**Cell classes on the final placement**

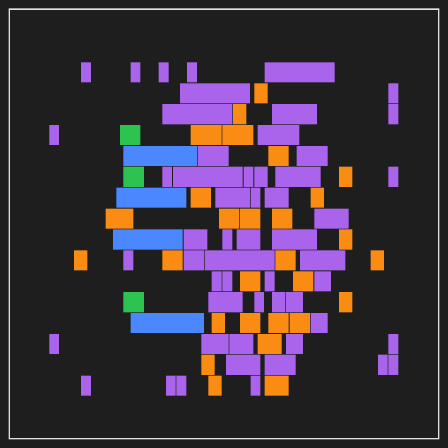
**Sizing map**

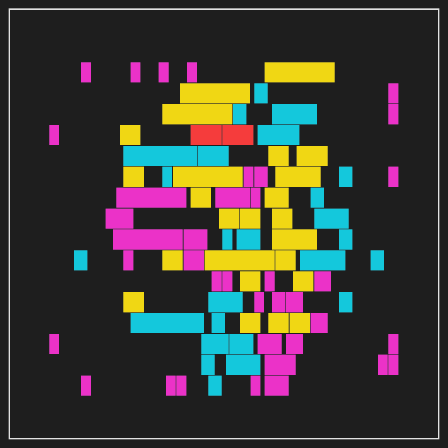
**Cell area per tile**

11 x 11 tiles, from black (low) to pale yellow (high), 0 to 100% covered.
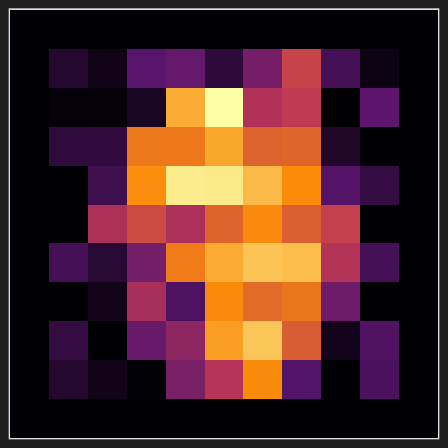
**Routing congestion**

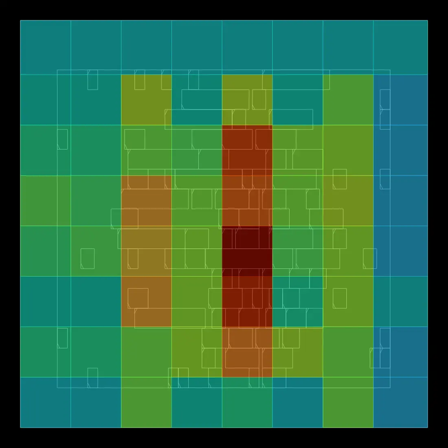
==> src/rtl/risc_controller_if.sv <==
// Bus bundle between the RISC instruction sequencer and its datapath.
// The controller takes the master view. It samples opcode/is_zero and drives
// every control strobe plus the retired-instruction count.
interface risc_controller_if #(
  parameter int CNT_W = 16
);
  logic [2:0]       opcode;
  logic             is_zero;
  logic             sel;
  logic             rd;
  logic             ld_ir;
  logic             inc_pc;
  logic             ld_pc;
  logic             ld_ac;
  logic             wr;
  logic             data_e;
  logic             halt;
  logic [CNT_W-1:0] retired;

  modport master (
    input  opcode, is_zero,
    output sel, rd, ld_ir, inc_pc, ld_pc, ld_ac, wr, data_e, halt, retired
  );

  modport slave (
    output opcode, is_zero,
    input  sel, rd, ld_ir, inc_pc, ld_pc, ld_ac, wr, data_e, halt, retired
  );
endinterface

==> src/rtl/risc_controller.sv <==
// Eight-phase instruction sequencer for the 8-bit RISC CPU.
// Strobes are a combinational decode of the phase register, the opcode and
// the ALU zero flag. All strobes except halt are forced low once the CPU halts.
// Optional feature: define RISC_CTRL_RETIRE_CNT_EN to build the
// instruction-retire counter. When it is not defined, 'retired' is tied to 0.
module risc_controller #(
  parameter int PHASES = 8,
  parameter int CNT_W  = 16
) (
  input  logic              clk,
  input  logic              rst_n,
  risc_controller_if.master bus
);

  typedef enum logic [2:0] {
    PH_INST_ADDR  = 3'd0,
    PH_INST_FETCH = 3'd1,
    PH_INST_LOAD  = 3'd2,
    PH_IDLE       = 3'd3,
    PH_OP_ADDR    = 3'd4,
    PH_OP_FETCH   = 3'd5,
    PH_ALU_OP     = 3'd6,
    PH_STORE      = 3'd7
  } phase_e;

  localparam logic [2:0] OP_HLT = 3'b000;
  localparam logic [2:0] OP_SKZ = 3'b001;
  localparam logic [2:0] OP_ADD = 3'b010;
  localparam logic [2:0] OP_AND = 3'b011;
  localparam logic [2:0] OP_XOR = 3'b100;
  localparam logic [2:0] OP_LDA = 3'b101;
  localparam logic [2:0] OP_STO = 3'b110;
  localparam logic [2:0] OP_JMP = 3'b111;

  // Last phase of an instruction; the phase register wraps from here to 0.
  localparam phase_e PH_LAST = phase_e'(3'(PHASES - 1));

  phase_e ph_q, ph_d;
  logic   halted_q, halted_d;

  logic aluop_s, is_skz_s, is_sto_s, is_jmp_s, is_hlt_s;
  logic sel_s, rd_s, ld_ir_s, inc_pc_s, ld_pc_s, ld_ac_s, wr_s, data_e_s, halt_s;

  // Opcode class decode; opcode is never latched here.
  always_comb begin
    aluop_s  = (bus.opcode == OP_ADD) || (bus.opcode == OP_AND) ||
               (bus.opcode == OP_XOR) || (bus.opcode == OP_LDA);
    is_skz_s = (bus.opcode == OP_SKZ);
    is_sto_s = (bus.opcode == OP_STO);
    is_jmp_s = (bus.opcode == OP_JMP);
    is_hlt_s = (bus.opcode == OP_HLT);
  end

  // Phase and halt flag registers; halt is only left through reset.
  always_ff @(posedge clk or negedge rst_n) begin
    if (!rst_n) begin
      ph_q     <= PH_INST_ADDR;
      halted_q <= 1'b0;
    end else begin
      ph_q     <= ph_d;
      halted_q <= halted_d;
    end
  end

  // Next-phase logic and per-phase strobe decode.
  always_comb begin
    ph_d     = ph_q;
    halted_d = halted_q;
    sel_s    = 1'b0;
    rd_s     = 1'b0;
    ld_ir_s  = 1'b0;
    inc_pc_s = 1'b0;
    ld_pc_s  = 1'b0;
    ld_ac_s  = 1'b0;
    wr_s     = 1'b0;
    data_e_s = 1'b0;
    halt_s   = 1'b0;
    if (halted_q) begin
      halt_s = 1'b1;
    end else begin
      ph_d = (ph_q == PH_LAST) ? PH_INST_ADDR : phase_e'(ph_q + 3'd1);
      case (ph_q)
        PH_INST_ADDR: begin
          sel_s = 1'b1;
        end
        PH_INST_FETCH: begin
          sel_s = 1'b1;
          rd_s  = 1'b1;
        end
        PH_INST_LOAD, PH_IDLE: begin
          sel_s   = 1'b1;
          rd_s    = 1'b1;
          ld_ir_s = 1'b1;
        end
        PH_OP_ADDR: begin
          inc_pc_s = 1'b1;
          if (is_hlt_s) begin
            // Freeze on phase 4 so the stopped state is easy to identify.
            halt_s   = 1'b1;
            halted_d = 1'b1;
            ph_d     = PH_OP_ADDR;
          end else begin
            halt_s   = 1'b0;
          end
        end
        PH_OP_FETCH: begin
          rd_s = aluop_s;
        end
        PH_ALU_OP: begin
          rd_s     = aluop_s;
          inc_pc_s = is_skz_s & bus.is_zero;
          ld_pc_s  = is_jmp_s;
          data_e_s = is_sto_s;
        end
        PH_STORE: begin
          // JMP raises both PC strobes; the PC block gives ld_pc priority.
          rd_s     = aluop_s;
          ld_ac_s  = aluop_s;
          inc_pc_s = is_jmp_s;
          ld_pc_s  = is_jmp_s;
          wr_s     = is_sto_s;
          data_e_s = is_sto_s;
        end
        default: begin
          sel_s = 1'b1;
        end
      endcase
    end
  end

  // Strobes drive the datapath bus directly.
  assign bus.sel    = sel_s;
  assign bus.rd     = rd_s;
  assign bus.ld_ir  = ld_ir_s;
  assign bus.inc_pc = inc_pc_s;
  assign bus.ld_pc  = ld_pc_s;
  assign bus.ld_ac  = ld_ac_s;
  assign bus.wr     = wr_s;
  assign bus.data_e = data_e_s;
  assign bus.halt   = halt_s;

`ifdef RISC_CTRL_RETIRE_CNT_EN
  logic [CNT_W-1:0] retired_q, retired_d;

  // Count one instruction at each edge that leaves the last phase.
  always_comb begin
    if (!halted_q && (ph_q == PH_LAST)) begin
      retired_d = retired_q + CNT_W'(1);
    end else begin
      retired_d = retired_q;
    end
  end

  // Retire counter register; it wraps naturally at 2^CNT_W.
  always_ff @(posedge clk or negedge rst_n) begin
    if (!rst_n) begin
      retired_q <= {CNT_W{1'b0}};
    end else begin
      retired_q <= retired_d;
    end
  end

  assign bus.retired = retired_q;
`else
  assign bus.retired = {CNT_W{1'b0}};
`endif

endmodule

==> src/flat_wrapper.sv <==
// flat-port wrapper written by rule: the top's interface ports become plain ports
module risc_controller_flat 
#(
  parameter int PHASES = 8,
  parameter int CNT_W  = 16
)
  (clk, rst_n, bus_opcode, bus_is_zero, bus_sel, bus_rd, bus_ld_ir, bus_inc_pc, bus_ld_pc, bus_ld_ac, bus_wr, bus_data_e, bus_halt, bus_retired);
  risc_controller_if #(.CNT_W(CNT_W)) bus_i ();
  input  logic clk;
  input  logic rst_n;
  input wire logic [$bits(bus_i.opcode)-1:0] bus_opcode;
  input wire logic [$bits(bus_i.is_zero)-1:0] bus_is_zero;
  output wire logic [$bits(bus_i.sel)-1:0] bus_sel;
  output wire logic [$bits(bus_i.rd)-1:0] bus_rd;
  output wire logic [$bits(bus_i.ld_ir)-1:0] bus_ld_ir;
  output wire logic [$bits(bus_i.inc_pc)-1:0] bus_inc_pc;
  output wire logic [$bits(bus_i.ld_pc)-1:0] bus_ld_pc;
  output wire logic [$bits(bus_i.ld_ac)-1:0] bus_ld_ac;
  output wire logic [$bits(bus_i.wr)-1:0] bus_wr;
  output wire logic [$bits(bus_i.data_e)-1:0] bus_data_e;
  output wire logic [$bits(bus_i.halt)-1:0] bus_halt;
  output wire logic [$bits(bus_i.retired)-1:0] bus_retired;
  assign bus_i.opcode = bus_opcode;
  assign bus_i.is_zero = bus_is_zero;
  assign bus_sel = bus_i.sel;
  assign bus_rd = bus_i.rd;
  assign bus_ld_ir = bus_i.ld_ir;
  assign bus_inc_pc = bus_i.inc_pc;
  assign bus_ld_pc = bus_i.ld_pc;
  assign bus_ld_ac = bus_i.ld_ac;
  assign bus_wr = bus_i.wr;
  assign bus_data_e = bus_i.data_e;
  assign bus_halt = bus_i.halt;
  assign bus_retired = bus_i.retired;
  risc_controller #(.PHASES(PHASES), .CNT_W(CNT_W)) u_core (.clk(clk), .rst_n(rst_n), .bus(bus_i));
endmodule
==> config.mk <==
export PLATFORM = sky130hd
export DESIGN_NAME = risc_controller_flat
export DESIGN_NICKNAME = d
export VERILOG_FILES = /design/src/rtl/risc_controller_if.sv /design/src/rtl/risc_controller.sv /design/src/flat_wrapper.sv
export SDC_FILE = /design/constraint.sdc
export NUM_CORES = 1
export LEC_CHECK = 0
export CELL_PAD_IN_SITES_DETAIL_PLACEMENT = 0
export CELL_PAD_IN_SITES_GLOBAL_PLACEMENT = 1
export CORE_MARGIN = 5
export CORE_UTILIZATION = 24
export CTS_CLUSTER_DIAMETER = 60
export CTS_CLUSTER_SIZE = 24
export DETAILED_ROUTE_END_ITERATION = 8
export PLACE_DENSITY = 0.82
export SETUP_SLACK_MARGIN = 0.3
export SLEW_MARGIN = 5
export SYNTH_ARGS = -nofsm -noshare
export SYNTH_HDL_FRONTEND = slang
export SYNTH_SLANG_ARGS = --single-unit
==> constraint.sdc <==
create_clock -name clk -period 2.2 [get_ports clk]
set_input_delay 0.55 -clock clk [delete_from_list [all_inputs] [get_ports clk]]
set_output_delay 0.55 -clock clk [all_outputs]
set_load 0.01 [all_outputs]
==> metrics.sh <==
PERIOD_NEEDED_PS=2150
WARNING_COUNT=33
INITIAL_DRT_PASS_ITERATIONS=4
DRT-INITIAL-DRC-COUNT=5
SLEW_VIOLATIONS=0
DRC=0
MAX_CAP_VIOLATIONS=0
YOSYSCHIPAREA_UM2=502
SYNTHESIS.INSTANCES=60
SETUP.WORST_PATH.START='u_core.ph_q[1]$_DFFE_PN0N_'
GLOBALROUTETOTALUTIL_PCT=8.31
FRACTION_OF_FINAL_LAYOUT_CELLS_SIZED_BEYOND_DRIVE_STRENGTH_1_PCT=57.3
DIE_WIDTH_UM=55.7
DIE_HEIGHT_UM=55.7
FINAL_SKEW_PS=1.86
WORST_SETUP_PATH_START_KIND='register'
NUMBER_OF_TOP_LEVEL_PINS=31
AREA_GROWTH_SYN_TO_LAYOUT_PCT=64.3
YOSYSSEQAREASHARE_PCT=20.0
HTREE_LEVELS=1
FIRST_GLOBAL_VIAS=493
CLOCK_TRANSITION_AT_PATH_REGS_PS=40
CTS_BUFFER_DEPTH=2
STATUS='finished, final reports clean'
YOSYS-TOP-CELLS-AREA='sky130_fd_sc_hd__buf_4 (24%), sky130_fd_sc_hd__dfrtp_1 (20%), sky130_fd_sc_hd__ha_1 (17%), sky130_fd_sc_hd__a21oi_1 (5.0%), sky130_fd_sc_hd__nor3b_1 (4.5%)'
STDCELL_AREA_UM2=825
DETAILROUTE.VIA_COUNT=471
SYNTH.CELL_AREA_UM2=502
TIMING.FMAX_GHz=0.465
PLACE_WORST_SETUP_SLACK_PS=-578
DRT.ANTENNA.VIOLATING_NETS=0
WORST_CASE_SETUP_MARGIN_IN_THE_FINAL_LAYOUT_PS=49.1
POSTPLACECELLAREA_UM2=682
PORT_BUF_INSERTS=14
CORE.ROWCOUNT=16
DIEAREA_UM2=3100
TOP_AREA_CELL='sky130_fd_sc_hd__buf_4'
TIMING.SETUP.CRITICAL_PATH_CLASS='register to output port'
NUMSYNTHFLOPS=4
CRITPATHCAPTURE='bus_rd'
FLOORPLANUTILIZATION_PCT=25.3
R2R_END='u_core.ph_q[0]$_DFFE_PN0N_'
PLACE_CONGESTION=0.773
RSZ_0062_RAISED_AFTER_GLOBAL_ROUTING='true'
R2R-START='u_core.ph_q[1]$_DFFE_PN0N_'
FINAL_WORST_PATH_CYCLE_SHARE_PCT=97.8
REGISTER_AREA_UM2=103
FINALHOLDVIOLATIONS=0
CTS_MADE_BUFFERS=3
POWER.DENSITY_nW_PER_UM2=233
REQUIRED_PS=1650
CELL_COUNT_LISTED_IN_SYNTH_STAT_TXT=60
ENDPOINT_TYPE_OF_THE_WORST_SETUP_PATH='output port'
HP-CLASS='primary input to asynchronous set/reset pin'
ROUTE.FINAL.WIRE_LENGTH_UM=1340
FIN_TOTAL_PWR_uW=192
FIN_HOLD_WS_PS=523
LARGEST_NET_DEGREE_AT_THE_START_OF_GLOBAL_ROUTING=7
DP.FINAL_HPWL_UM=933
LAYOUT_TOP_CELL='sky130_fd_sc_hd__conb_1'
FILLCELLCOUNT=205
CLK-INSERTION-DELAY-LATE_PS=230
FRACTION_OF_POST_SYNTHESIS_CELL_AREA_IN_THE_TOP_CELL_TYPE_BY_AREA_PCT=23.9
CLOCK-SINKS=4
LAYOUT.CELLS.MOST_COMMON_LIST='sky130_fd_sc_hd__conb_1 (16), sky130_fd_sc_hd__buf_4 (12), sky130_fd_sc_hd__buf_2 (9)'
IRDROPWORSTVDD_uV=170
CORE_AREA_UM2=1980
ANTENNA_FOUND_INITIAL=0
CRITPATHMAXFANOUT=4
NET_COUNT_REPORTED_AT_FINISH=104
GLOBAL_ROUTE.OVERFLOW_TOTAL=0
SYNTH.DISTINCT_CELLS=22
YS.WARNINGS.COUNT=0
ANTENNA-DIODE-COUNT=0
CRITPATHARRIVALTIME_PS=1600
GRT_FIRST_PASS_WIRELENGTH_UM=2090
DRT-VIAS-PER-INSTANCE=4.06
AVGSYNTHCELLAREA_UM2=8.36
REG2REG_DEPTH=6
CLK_ROOT_BUFFER_CELL='sky130_fd_sc_hd__clkbuf_4'
REG2REG_SLACK_PS=640
LAYOUT.AREA.COMB_UM2=452
TRITONCTS_CLOCK_TREE='yes'
FINAL_SETUP_VIOLATING_ENDPOINTS=0
STATIC-LEAKAGE-POWER_uW=0.000377
Notes on 'cell classes on the final placement' above:
legend:
  orange:
    class: remaining buffers and delay cells
    cells: 28
    share_of_their_area: 25%
  green:
    class: clock-net drivers
    cells: 3
    share_of_their_area: 2.8%
  purple:
    class: remaining logic cells
    cells: 54
    share_of_their_area: 59%
  blue:
    class: registers
    cells: 4
    share_of_their_area: 13%

Notes on 'sizing map' above:
legend:
  red:
    size: x6 and larger
    cells: 2
    most_used: buf_6
  yellow:
    size: x3 and x4
    cells: 24
    most_used: buf_4
  magenta:
    size: x1 and smaller
    cells: 38
    most_used: conb_1
  cyan:
    size: x2
    cells: 25
    most_used: buf_2

Notes on 'cell area per tile' above:
mean over tiles: 26%
fullest tile: 100%
nearly empty tiles: 43%
emptiest ninth of the die: south-west
tiles over 75% full: 11%

Notes on 'routing congestion' above:
Global Route met2 Usage: 15.2%
Routed wire per std cell: 11.6 um
Top Usage Layer GRT: met2
routing usage on met3: 2.55%
post-route core utilization: 41.6%

==> flip-flops by register name, summed over array words and instances, names as in the netlist <==
register         cells
u_core.ph_q          3
u_core.halted_q      1
==> what timing repair did <==
item,4_1_cts,5_1_grt
pin swaps,7,2
setup endpoints to repair,9,9
hold buffers,0,0
setup buffers,4,0
gates resized,62,13
cloned,0,0
endpoints found under the hold margin,0,0
==> cell type report <==
| type | count | area share, % |
|---|---|---|
| clock buffer | 3 | 2.73 |
| timing repair buffer | 28 | 23.7 |
| tap | 27 | 4.10 |
| multi-input combinational | 49 | 54.8 |
| inverter | 5 | 2.28 |
| sequential | 4 | 12.4 |
==> cells in the mapped netlist, drive strengths merged <==
master and instances:
buf 17, ha 7, a21oi 5, inv 5
dfrtp 4, nor3b 3, nand2 2, nand4 2
nor2 2, or3 2, a22o 1, a22oi 1
a31oi 1, conb 1, mux2 1, nand3 1
nor3 1, o32ai 1, o41a 1, or2 1
xnor2 1
==> stage by stage <==
step / TNS [ps] / std cells
after detailed placement: -3290 / 109
final: 0 / 116
after global routing: 0 / 116
after floorplan: 0 / 75
after global placement: -3180 / 109
after CTS: 0 / 116
==> critical path: stages, from the launching register on <==
cell and delay [ps]:
sky130_fd_sc_hd__dfrtp_2 430, sky130_fd_sc_hd__buf_6 130, sky130_fd_sc_hd__ha_4 160, sky130_fd_sc_hd__or2_4 270, sky130_fd_sc_hd__a21oi_4 150, sky130_fd_sc_hd__o32ai_2 90, sky130_fd_sc_hd__buf_2 150
==> power breakdown <==
part	total, uW	internal [uW]	switching [uW]
clock	86.6	60.7	25.9
combinational	31.8	10.6	21.2
sequential	74.0	74.0	0
total	192	145	47.1
==> metal layers <==
metal | vias up | GRT usage, % | routed length, um
li1 | 231 | - | -
met1 | 224 | 8.10 | 475
met2 | 16 | 15.2 | 775
met3 | 0 | 2.55 | 91
met4 | 0 | 4.86 | 0
met5 | - | 0 | 0
==> worst min-delay path by stage <==
stage,to,slack (ps),cells past startpoint
6_report,u_core.halted_q$_DFF_PN0_,520,1
5_1_grt,u_core.halted_q$_DFF_PN0_,530,1
4_1_cts,u_core.halted_q$_DFF_PN0_,520,1
3_5_place_dp,u_core.ph_q[1]$_DFFE_PN0N_,570,1
3_3_place_gp,u_core.ph_q[1]$_DFFE_PN0N_,550,1
2_1_floorplan,u_core.halted_q$_DFF_PN0_,250,0
==> cells by family after synthesis <==
| group | synth area share (%) |
|---|---|
| multiplexers | 2.24 |
| adder cells (fa/ha/maj) | 17.5 |
| buffers and inverters | 28.7 |
| XOR/XNOR | 1.75 |
| AND/OR/NAND/NOR | 15.7 |
| AND-OR/OR-AND | 13.5 |
| other | 0.747 |
| flip-flops | 20.0 |
Power is estimated from default activity; no workload was simulated.
